==> src/rtl/core_run_ctrl.sv <==
`default_nettype none
// ============================================================================
//  Module      : core_run_ctrl
//  Description : Run-control sequencer for the single-cycle core. Owns the
//                datapath reset, gates every architectural update through
//                CORE_EN, accepts HALT/RUN/STEP/RESET commands, stops on a PC
//                breakpoint or EBREAK, and counts retired instructions.
//  Ports       :
//    CLK, RST               clock and synchronous active-high reset
//    CMD_VALID, CMD         command handshake input (00 HALT, 01 RUN,
//                           10 STEP, 11 RESET)
//    CMD_READY              command accepted when CMD_VALID && CMD_READY
//    PC, INS                observed datapath PC and fetched instruction
//    BP_EN, BP_ADDR         breakpoint enable and address
//    CORE_RST, CORE_EN      datapath reset and architectural-update enable
//    HALTED, HALT_CAUSE     halt status and reason (00 none, 01 cmd,
//                           10 breakpoint, 11 EBREAK)
//    STEP_DONE              one-cycle pulse after a stepped instruction
//    INSTRET                retired-instruction count
//  Revision    : 1.0 - initial release
// ============================================================================
module core_run_ctrl #(
  parameter int RST_CYCLES = 2,
  parameter bit AUTO_RUN   = 1'b0
) (
  input  logic        CLK,
  input  logic        RST,
  input  logic        CMD_VALID,
  input  logic [1:0]  CMD,
  output logic        CMD_READY,
  input  logic [31:0] PC,
  input  logic [31:0] INS,
  input  logic        BP_EN,
  input  logic [31:0] BP_ADDR,
  output logic        CORE_RST,
  output logic        CORE_EN,
  output logic        HALTED,
  output logic [1:0]  HALT_CAUSE,
  output logic        STEP_DONE,
  output logic [31:0] INSTRET
);

  localparam int          CNT_W      = (RST_CYCLES > 1) ? $clog2(RST_CYCLES) : 1;
  localparam logic [CNT_W-1:0] CNT_LAST = CNT_W'(RST_CYCLES - 1);
  localparam logic [31:0] EBREAK_INS = 32'h0010_0073;

  localparam logic [1:0]  CMD_HALT   = 2'b00;
  localparam logic [1:0]  CMD_RUN    = 2'b01;
  localparam logic [1:0]  CMD_STEP   = 2'b10;
  localparam logic [1:0]  CMD_RESET  = 2'b11;

  localparam logic [1:0]  CAUSE_NONE = 2'b00;
  localparam logic [1:0]  CAUSE_CMD  = 2'b01;
  localparam logic [1:0]  CAUSE_BP   = 2'b10;
  localparam logic [1:0]  CAUSE_EBRK = 2'b11;

  typedef enum logic [1:0] {
    ST_RST_HOLD = 2'd0,
    ST_HALTED   = 2'd1,
    ST_RUN      = 2'd2,
    ST_STEP     = 2'd3
  } state_t;

  state_t           state;
  logic [CNT_W-1:0] rst_cnt;
  logic             skip;
  logic [1:0]       halt_cause;
  logic             step_done;
  logic [31:0]      instret;

  logic             bp_hit;
  logic             eb_hit;
  logic             hit;
  logic             cmd_acc;

  // Hit detection is suppressed for the first RUN cycle (skip) so that a
  // resume from a breakpoint/EBREAK executes the instruction at that PC.
  always_comb begin
    bp_hit    = BP_EN && (PC == BP_ADDR);
    eb_hit    = (INS == EBREAK_INS);
    hit       = (state == ST_RUN) && !skip && (bp_hit || eb_hit);
    CORE_EN   = (state == ST_STEP) || ((state == ST_RUN) && !hit);
    CMD_READY = (state == ST_HALTED) || (state == ST_RUN);
    cmd_acc   = CMD_VALID && CMD_READY;
  end

  assign CORE_RST   = (state == ST_RST_HOLD);
  assign HALTED     = (state == ST_HALTED);
  assign HALT_CAUSE = halt_cause;
  assign STEP_DONE  = step_done;
  assign INSTRET    = instret;

  always_ff @(posedge CLK) begin
    if (RST) begin
      state      <= ST_RST_HOLD;
      rst_cnt    <= '0;
      skip       <= 1'b0;
      halt_cause <= CAUSE_NONE;
      step_done  <= 1'b0;
      instret    <= '0;
    end else begin
      step_done <= 1'b0;
      if (CORE_EN) begin
        instret <= instret + 32'd1;
      end

      case (state)
        ST_RST_HOLD: begin
          if (rst_cnt == CNT_LAST) begin
            rst_cnt <= '0;
            if (AUTO_RUN) begin
              state <= ST_RUN;
            end else begin
              state <= ST_HALTED;
            end
          end else begin
            rst_cnt <= rst_cnt + 1'b1;
          end
        end

        ST_HALTED: begin
          if (cmd_acc) begin
            case (CMD)
              CMD_RUN: begin
                state <= ST_RUN;
                skip  <= 1'b1;
              end
              CMD_STEP: begin
                state <= ST_STEP;
              end
              CMD_RESET: begin
                state      <= ST_RST_HOLD;
                rst_cnt    <= '0;
                skip       <= 1'b0;
                halt_cause <= CAUSE_NONE;
                instret    <= '0;
              end
              default: begin
                // HALT while halted has no effect
              end
            endcase
          end
        end

        ST_RUN: begin
          skip <= 1'b0;
          // Priority: RESET over hit over HALT. The reset entry overrides the
          // retire increment above because it is the later assignment.
          if (cmd_acc && (CMD == CMD_RESET)) begin
            state      <= ST_RST_HOLD;
            rst_cnt    <= '0;
            halt_cause <= CAUSE_NONE;
            instret    <= '0;
          end else if (hit) begin
            state      <= ST_HALTED;
            halt_cause <= bp_hit ? CAUSE_BP : CAUSE_EBRK;
          end else if (cmd_acc && (CMD == CMD_HALT)) begin
            state      <= ST_HALTED;
            halt_cause <= CAUSE_CMD;
          end
        end

        ST_STEP: begin
          state      <= ST_HALTED;
          halt_cause <= CAUSE_CMD;
          step_done  <= 1'b1;
        end

        default: begin
          state <= ST_RST_HOLD;
        end
      endcase
    end
  end

endmodule
`default_nettype wire

==> config.mk <==
export PLATFORM = sky130hd
export DESIGN_NAME = core_run_ctrl
export DESIGN_NICKNAME = d
export VERILOG_FILES = /design/src/rtl/core_run_ctrl.sv
export SDC_FILE = /design/constraint.sdc
export NUM_CORES = 1
export LEC_CHECK = 0
export CORE_MARGIN = 5
export CORE_UTILIZATION = 41
export CTS_CLUSTER_DIAMETER = 40
export DETAILED_ROUTE_END_ITERATION = 8
export GPL_TIMING_DRIVEN = 0
export HOLD_SLACK_MARGIN = 0.02
export PLACE_DENSITY = 0.93
export SLEW_MARGIN = 20
export SYNTH_ARGS = -nofsm -noshare
export SYNTH_HDL_FRONTEND = slang
export SYNTH_SLANG_ARGS = --single-unit
==> constraint.sdc <==
create_clock -name CLK -period 3.5 [get_ports CLK]
set_input_delay 0.525 -clock CLK [delete_from_list [all_inputs] [get_ports CLK]]
set_output_delay 0.525 -clock CLK [all_outputs]
set_load 0.01 [all_outputs]
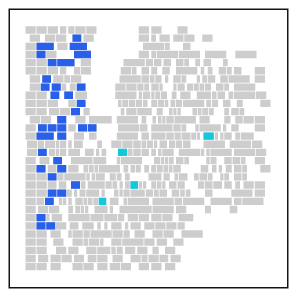
(run_1/gates.png)
(3 px per um)
| color | family | cells |
|---|---|---|
| blue | xor and xnor cells | 35 |
| cyan | non-inverting ao/oa cells | 4 |
combinational share of cell area: 0.4345
Non-Filler Instances: 582
most common logic cell in the routed design: clkdlybuf4s50_1

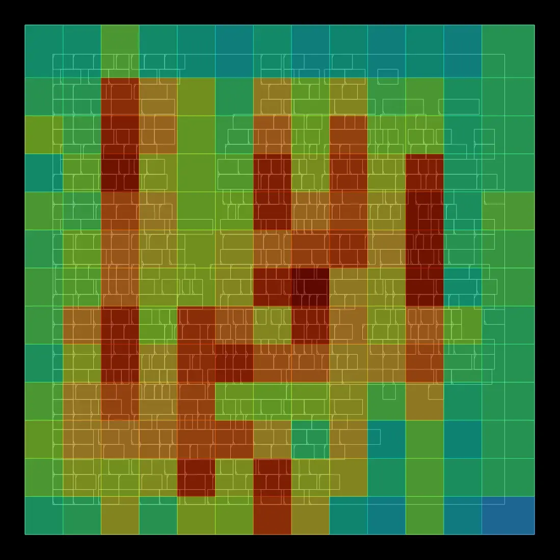
(run_1/congestion_map.png)
final core utilization: 0.6702
WL/cell: 17.42 um
All-Layer GR Usage: 0.2241
met2 Usage GRT: 0.4266

==> run summary, run 1 <==
status: complete, no violations
Worst R2R Setup Slack: 0.84 ns
register area: 780.7 um2
worst reg2reg startpoint: state[0]
syn_area_per_cell: 7.876 um2
Net Count, Synth: 461
max-cap viol count: 0
combinational share of power: 0.378
WS Path Type: in2out
clock sinks: 39
Met2 Routed Length: 5281 um
synth warn: 0
Hold Vio Cnt, Final: 0
CP endpoint: CORE_EN
n_taps: 80
Seq pwr share: 0.345
# clk buffers: 5
# fillers: 515
yosys cell count: 353
Detail Route Antenna Nets: 0
flip-flops with a built-in enable: 0
first-pass GRT wire length: 15,640 um
Die W: 92.35 um
top cell category: logic gates
flop count: 39
core area: 6681 um2
Area leader share: 0.2808
hold_ws: 0.4938 ns
met3 Usage GRT: 0.05930
WL met3: 1020 um
Post-Syn Instances: 353
min-delay src: INSTRET[9]
fmax: 311.1 MHz
Clk pwr share: 0.277
setup violators final: 0
Non-clk bufs: 162
worst path required time: 2.97 ns
Reg clk slew, reported paths: 0.08 ns
DP Cell Count: 573
CP max FO: 9
most common logic cells in the final layout: 139 x clkdlybuf4s50_1, 39 x dfxtp_1, 34 x a21oi_1, 29 x or4_1, 25 x o31ai_1
Final Cell Area: 4478 um2
Net Sw Power: 0.0004574 W
ranking of synthesized cells by area: dfxtp_1 28%, or4_1 8.1%, o31ai_1 6.8%
Post-Synth AOI/OAI Area: 0.1751
Setup crit end kind: output port
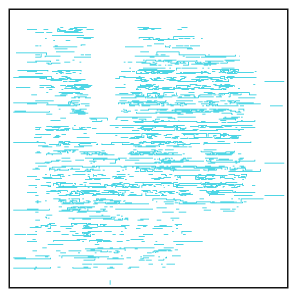
(run_1/m1.png)
(3 px per um)
wire length on this layer: 3,580 um
nets with wire on the layer: 527
fraction of met1 tracks used by global routing: 0.2291
vias: 3,550

-- run 1: worst max-delay path: stages --
cell and delay, ns:
clkdlybuf4s50_1 0.43, xnor2_1 0.28, nand4_1 0.18, or4_4 0.48, nor4_4 0.35, buf_6 0.19, nor2_1 0.06, dlymetal6s2s_1 0.19
-- run 1: power groups by stage --
stage | sequential (W) | combinational, W | clock (W)
floorplan | 0.000489 | 0.000275 | 0
global placement | 0.000492 | 0.000496 | 0
detailed placement | 0.000492 | 0.000518 | 0
CTS | 0.000483 | 0.000522 | 0.000386
global route | 0.000486 | 0.000565 | 0.000404
finish | 0.000484 | 0.000529 | 0.000387
-- run 1: state kept, by name (all words and copies together), names as in the netlist --
signal / flops
INSTRET: 32
HALT_CAUSE: 2
state: 2
STEP_DONE: 1
rst_cnt: 1
skip: 1
==> run_1/ff_map.png <==
(4 px per um) Other sequential cells in the stronger gray, the rest of the logic in the fainter gray.
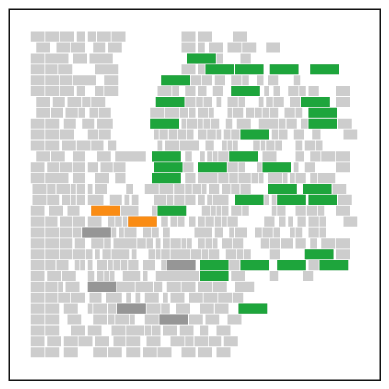

==> run 2: changes to the inputs <==
Settings changed: CORE_ASPECT_RATIO from default to 0.7.
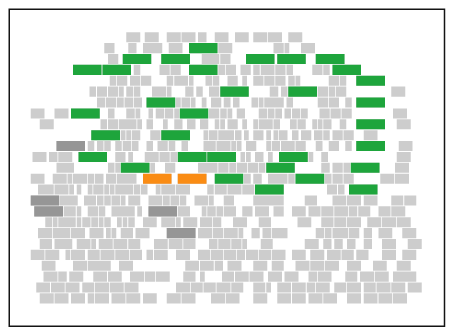
(run_2/ff_map.png)
(4 px per um) Other sequential cells in the stronger gray, the rest of the logic in the fainter gray.
| color | netlist name | placed flops |
|---|---|---|
| green | INSTRET | 32 |
| orange | HALT_CAUSE | 2 |
not colored: 5
Seq group: 0.000482 W
register area: 780.7 um2
final core utilization: 0.6674
Seq area share: 0.1756

==> run summary, run 2 <==
met2 Usage GRT: 0.4155
flip-flops with a built-in enable: 0
max-cap viol count: 0
Seq pwr share: 0.368
Die W: 108.4 um
syn_area_per_cell: 7.876 um2
clock sinks: 39
All-Layer GR Usage: 0.2573
WL met3: 913 um
WS Path Type: in2reg
Area leader share: 0.2808
combinational share of power: 0.404
Top power group: combinational cells
Worst R2R Setup Slack: 0.81 ns
most common logic cells in the final layout: 139 x clkdlybuf4s50_1, 39 x dfxtp_1, 34 x a21oi_1, 29 x or4_1, 25 x o31ai_1
Met2 Routed Length: 5192 um
Hold Vio Cnt, Final: 0
Detail Route Antenna Nets: 0
# fillers: 549
Net Count, Synth: 461
clock network power: 0.000299 W
fmax: 309.8 MHz
Clk pwr share: 0.228
min-delay src: INSTRET[31]
Reg clk slew, reported paths: 0.08 ns
combinational group power: 0.000529 W
max reg flops: 32
yosys cell count: 353
first-pass GRT wire length: 17,310 um
Setup crit end kind: flip-flop
tool warnings: 30
Final Cell Area: 4447 um2
DP Cell Count: 587
met3 Usage GRT: 0.06093
status: complete, no violations
Post-Synth AOI/OAI Area: 0.1751
core area: 6663 um2
Net Sw Power: 0.0004406 W
most common logic cell in the routed design: clkdlybuf4s50_1
ranking of synthesized cells by area: dfxtp_1 28%, or4_1 8.1%, o31ai_1 6.8%
worst path required time: 3.69 ns
synth warn: 0
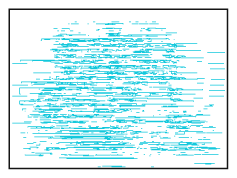
(run_2/m1.png)
(2 px per um)
share of all routed wire: 41%
nets with wire on the layer: 562
main direction: horizontal
longest straight run: 37.3 um
Routed WL: 10,920 um
fraction of met1 tracks used by global routing: 0.3375
vias: 3,467

[run 2: cell counts after synthesis]
Identical to the previous run, type by type.
[run 2: final cells by class]
cell class / count / area share
inverters: 7 / 0.005909
flip-flops and latches: 39 / 0.1756
clock inverters: 1 / 0.001125
plain buffers: 19 / 0.01885
repair buffers: 144 / 0.3225
multi-input cells: 286 / 0.4325
clock buffers: 7 / 0.01716
well taps: 94 / 0.02645
[run 2: critical path, cell delays in order]
cell             delay, ns
clkdlybuf4s50_1       0.47
xor2_1                0.22
or4_1                 0.58
or4_1                 0.52
or4_4                 0.59
a21oi_4               0.18
mux2_1                0.33
[run 2: repair_timing]
action / CTS / global route
setup buffers: 2 / 2
pin swaps: 2 / 2
endpoints found under the setup margin: 1 / 1
resized: 8 / 2
Power and IR drop assume default switching activity.
